**src/rtl/la_pwrseq.sv**
```systemverilog
// la_pwrseq: power-domain sequencer for one switchable domain.
// Isolation always brackets power-switch and domain-reset changes.
module la_pwrseq #(
  parameter int ISO_CYCLES = 4,
  parameter int RST_CYCLES = 4,
  parameter int TIMEOUT    = 256,
  parameter int RET        = 1,
  parameter int CW         = 16
) (
  input  logic clk,
  input  logic reset,
  input  logic pwr_req,
  input  logic pwr_ack,
  input  logic err_clr,
  output logic pwr_en,
  output logic iso,
  output logic dom_reset,
  output logic save,
  output logic restore,
  output logic busy,
  output logic on,
  output logic err
);

  typedef enum logic [3:0] {
    OFF, PU_SW, PU_RES, PU_RST, PU_ISO,
    ON, PD_ISO, PD_SAV, PD_RST, PD_SW
  } state_t;

  localparam logic [CW-1:0] ISO_LAST = CW'(ISO_CYCLES - 1);
  localparam logic [CW-1:0] RST_LAST = CW'(RST_CYCLES - 1);
  localparam logic [CW-1:0] TO_LAST  = CW'(TIMEOUT - 1);
  localparam logic [CW-1:0] CNT_MAX  = {CW{1'b1}};

  state_t        state;
  state_t        nxt;
  logic [CW-1:0] cnt;
  logic          tmo;
  logic          pen_d;
  logic          iso_d;
  logic          rst_d;

  always_comb begin
    nxt = state;
    tmo = 1'b0;
    unique case (state)
      OFF:    if (pwr_req) nxt = PU_SW;
      PU_SW: begin
        // a timed-out ack is treated as if the rail came up
        if (pwr_ack || cnt == TO_LAST) begin
          nxt = (RET != 0) ? PU_RES : PU_RST;
          tmo = !pwr_ack;
        end
      end
      PU_RES: nxt = PU_RST;
      PU_RST: if (cnt == RST_LAST) nxt = PU_ISO;
      PU_ISO: if (cnt == ISO_LAST) nxt = ON;
      ON:     if (!pwr_req) nxt = PD_ISO;
      PD_ISO: begin
        if (cnt == ISO_LAST)
          nxt = (RET != 0) ? PD_SAV : PD_RST;
      end
      PD_SAV: nxt = PD_RST;
      PD_RST: nxt = PD_SW;
      PD_SW: begin
        if (!pwr_ack || cnt == TO_LAST) begin
          nxt = OFF;
          tmo = pwr_ack;
        end
      end
      default: nxt = OFF;
    endcase
  end

  always_comb begin
    pen_d = !(nxt == OFF || nxt == PD_SW);
    iso_d = (nxt != ON);
    rst_d = !(nxt == PU_ISO || nxt == ON ||
              nxt == PD_ISO || nxt == PD_SAV);
  end

  always_ff @(posedge clk) begin
    if (reset) begin
      state     <= OFF;
      cnt       <= '0;
      pwr_en    <= 1'b0;
      iso       <= 1'b1;
      dom_reset <= 1'b1;
      save      <= 1'b0;
      restore   <= 1'b0;
      busy      <= 1'b0;
      on        <= 1'b0;
      err       <= 1'b0;
    end else begin
      state <= nxt;
      if (nxt != state)
        cnt <= '0;
      else if (cnt != CNT_MAX)
        cnt <= cnt + 1'b1;
      pwr_en    <= pen_d;
      iso       <= iso_d;
      dom_reset <= rst_d;
      save      <= (nxt == PD_SAV);
      restore   <= (nxt == PU_RES);
      busy      <= !(nxt == OFF || nxt == ON);
      on        <= (nxt == ON);
      if (tmo)
        err <= 1'b1;
      else if (err_clr)
        err <= 1'b0;
    end
  end

endmodule

```
**config.mk**
```make
export PLATFORM = sky130hd
export DESIGN_NAME = la_pwrseq
export DESIGN_NICKNAME = d
export VERILOG_FILES = /design/src/rtl/la_pwrseq.sv
export SDC_FILE = /design/constraint.sdc
export NUM_CORES = 1
export LEC_CHECK = 0
export CORE_ASPECT_RATIO = 0.9
export CORE_MARGIN = 3
export CORE_UTILIZATION = 53
export DETAILED_ROUTE_END_ITERATION = 8
export PLACE_DENSITY = 0.73
export SLEW_MARGIN = 20
export SYNTH_ARGS = -nofsm -noshare
export SYNTH_HDL_FRONTEND = slang
export SYNTH_SLANG_ARGS = --single-unit
```
**constraint.sdc**
```tcl
create_clock -name clk -period 3.2 [get_ports clk]
set_clock_uncertainty 0.1 [all_clocks]
set_input_delay 0.96 -clock clk [delete_from_list [all_inputs] [get_ports clk]]
set_output_delay 0.96 -clock clk [all_outputs]
set_load 0.01 [all_outputs]
```
**The metal 1 layer**

Drawn at 4 px/um.
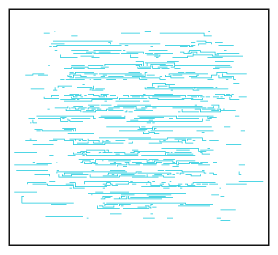
main direction: horizontal
longest straight run: 24.4 um
wire length on this layer: 1720 um
share of all routed wire: 51%
nets with wire on the layer: 183
met1 usage: 30.0%
vias: 1365
total wire length: 3380 um

==> impl_metrics.env <==
# implementation run metrics
export IMPL_status="completed"
export IMPL_cts_htree_levels=1
export IMPL_yosys_area_mm2=0.00163
export IMPL_crit_buf_inv=0
export IMPL_ir_worst_vdd_v=0.000355
export IMPL_die_w_um=64.5
export IMPL_comb_area_share_pct=54.2
export IMPL_largest_class="multi-input combinational cells"
export IMPL_drc=0
export IMPL_slew_viol_final=0
export IMPL_place_hpwl_um=2400
export IMPL_yosysUniqueCellTypes=49
export IMPL_critical_path_peak_fanout=13
export IMPL_power_share_combinational_pct=23.6
export IMPL_fmax_mhz=369
export IMPL_top_register="cnt"
export IMPL_regToRegEndpoint="cnt[10]$_SDFFE_PP0P_"
export IMPL_lay_top_cells="dfxtp_1 (28), nor2_1 (12), clkdlybuf4s50_1 (12), nor3_1 (10), nor3_2 (10)"
export IMPL_routedWlPerCell_um=15.0
export IMPL_clockBufferDepth=2
export IMPL_io_buffers=12
export IMPL_fin_util_pct=62.3
export IMPL_holdPathStages=2
export IMPL_num_fill_cells=264
export IMPL_clkSinkCount=28
export IMPL_async_flop_share_pct=0
export IMPL_post_place_ws_ps=331
export IMPL_clk_share_pct=2.97
export IMPL_num_nonclk_inverters=5
export IMPL_critPathKind="reg -> reg"
export IMPL_warnings=26
export IMPL_power_group_top="registers"
export IMPL_die_y_um=58.6
export IMPL_drtIter0Drc=94
export IMPL_seq_share_pct=31.7
export IMPL_syn_area_per_cell_um2=9.06
export IMPL_reg_largest_list="cnt x16, state x4"
export IMPL_seqPwrFrac_pct=48.7
export IMPL_rows=18
export IMPL_ant_nets=0
export IMPL_synth_seq_share_pct=34.4
export IMPL_fin_setup_tns_ps=0
export IMPL_drt_pre_antenna_iters=4
export IMPL_finalCriticalPeriod_ps=2710
export IMPL_slowest_delay_ps=510
export IMPL_synth_area_mm2=0.00163
export IMPL_synth_top_flop_cell="dfxtp_1"
export IMPL_core_mm2=0.00284
export IMPL_cts_setup_buffers=0
export IMPL_setup_slack_ps=487
export IMPL_ys_cells=180
export IMPL_cts_hold_fix_buffers=0
export IMPL_internal_power_w=0.000586
export IMPL_setup_violations=0
export IMPL_combGateArea_um2=958
export IMPL_holdWs_ps=499
export IMPL_fin_cells=225
export IMPL_n_clock_buffer=3
export IMPL_regArea_um2=561
export IMPL_min_to="cnt[1]$_SDFFE_PP0P_"
export IMPL_worstSetupEndpointType="flop"
export IMPL_p_sw_w=0.000241
export IMPL_cts_tree="yes"
export IMPL_swShare_pct=29.1
export IMPL_n_tap_cell=40
export IMPL_dp_cells=221
export IMPL_hold_viol_final=0
export IMPL_slowest_stage="or4b_1"
export IMPL_leakage_nw=0.583
export IMPL_num_nets_final=192
export IMPL_place_area_mm2=0.00172
export IMPL_maxCapViolCount=0
export IMPL_arrival_ps=2830
export IMPL_synth_warnings=0
export IMPL_setup_worst_path_start="cnt[0]$_SDFFE_PP0P_"
export IMPL_clock_latency_late_pin_ps=330
export IMPL_combinationalPower_w=0.000195
export IMPL_required_ps=3320
export IMPL_clkSlewWorstSetupHoldPaths_ps=150
export IMPL_syn_num_nets=186
export IMPL_worst_setup_path_start_kind="flop"
export IMPL_grt_pass1_vias=1221
export IMPL_crit_chain="ha_1, or4b_1, nor4_4, o21ai_0, nand3_2, nor3_1"
export IMPL_io_pins=13
export IMPL_antennaDiodeCount=0
export IMPL_buffers_excl_clock=13
export IMPL_syn_to_final_growth_pct=8.36
export IMPL_gp_congestion=0.800
export IMPL_pwr_density_cell_mw_per_mm2=468
export IMPL_slew_headroom_pct=60.4
export IMPL_grt_max_degree=17
export IMPL_initCoreUtil_pct=57.5
export IMPL_chipArea_mm2=0.00378
export IMPL_crit_path_end="cnt[10]$_SDFFE_PP0P_"
export IMPL_postCtsResizedCells=0
export IMPL_min_from="cnt[1]$_SDFFE_PP0P_"
export IMPL_timing_rr_start="cnt[0]$_SDFFE_PP0P_"
export IMPL_p_total_w=0.000827
export IMPL_routed_via_density=6.07
export IMPL_syn_inst=180
export IMPL_hp_class="reg -> reg"
export IMPL_numSynthFlops=28
export IMPL_flops=28
**Gate-type map**

Drawn at 4 px/um.
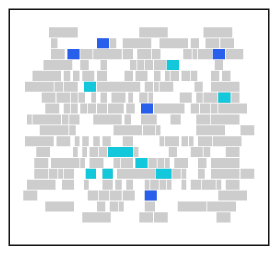
[blue] xor and xnor cells | cells: 5
[cyan] non-inverting ao/oa cells | cells: 8

## cells by family after synthesis
family                   share of synthesized area (%)
AND/OR/NAND/NOR                                   35.4
flip-flops                                        34.4
AND-OR/OR-AND                                     16.9
XOR/XNOR                                          2.68
multiplexers                                      3.07
adder cells (fa/ha/maj)                          0.767
buffers and inverters                             6.90
## metal layers
| metal | vias to the layer above | GRT usage, % | wire, um | part of all wire [%] |
|---|---|---|---|---|
| met5 | - | 0 | 0 | 0 |
| met2 | 35 | 28.4 | 1470 | 43 |
| met1 | 631 | 30.0 | 1720 | 51 |
| met4 | 0 | 5.72 | 24 | 0.71 |
| met3 | 2 | 4.58 | 169 | 5.0 |
| li1 | 697 | - | - | - |
## cell usage after synthesis, types with 2 or more instances
cell | n | area share [%]
xnor2_1 | 3 | 1.6
nor3_1 | 10 | 3.1
clkbuf_1 | 4 | 0.92
and3_1 | 6 | 2.3
nand3_1 | 9 | 2.8
nor3_2 | 10 | 6.1
or3_1 | 2 | 0.77
inv_1 | 5 | 1.2
nand2b_1 | 3 | 1.2
a21oi_1 | 3 | 0.92
nor3b_1 | 2 | 0.92
xor2_1 | 2 | 1.1
o21ai_0 | 8 | 2.5
a2111oi_0 | 3 | 1.6
o21a_1 | 2 | 0.92
mux2i_1 | 5 | 3.1
o211ai_1 | 4 | 1.8
nor4_1 | 3 | 1.2
dfxtp_1 | 28 | 34
a31o_2 | 3 | 1.6
nor2b_1 | 3 | 1.2
buf_2 | 2 | 0.61
buf_6 | 3 | 2.1
a31oi_1 | 4 | 1.5
nor2_1 | 12 | 2.8
or4_4 | 2 | 1.4
and4_1 | 3 | 1.6
buf_4 | 2 | 0.92
nand4_1 | 8 | 3.1
nand2_1 | 7 | 1.6
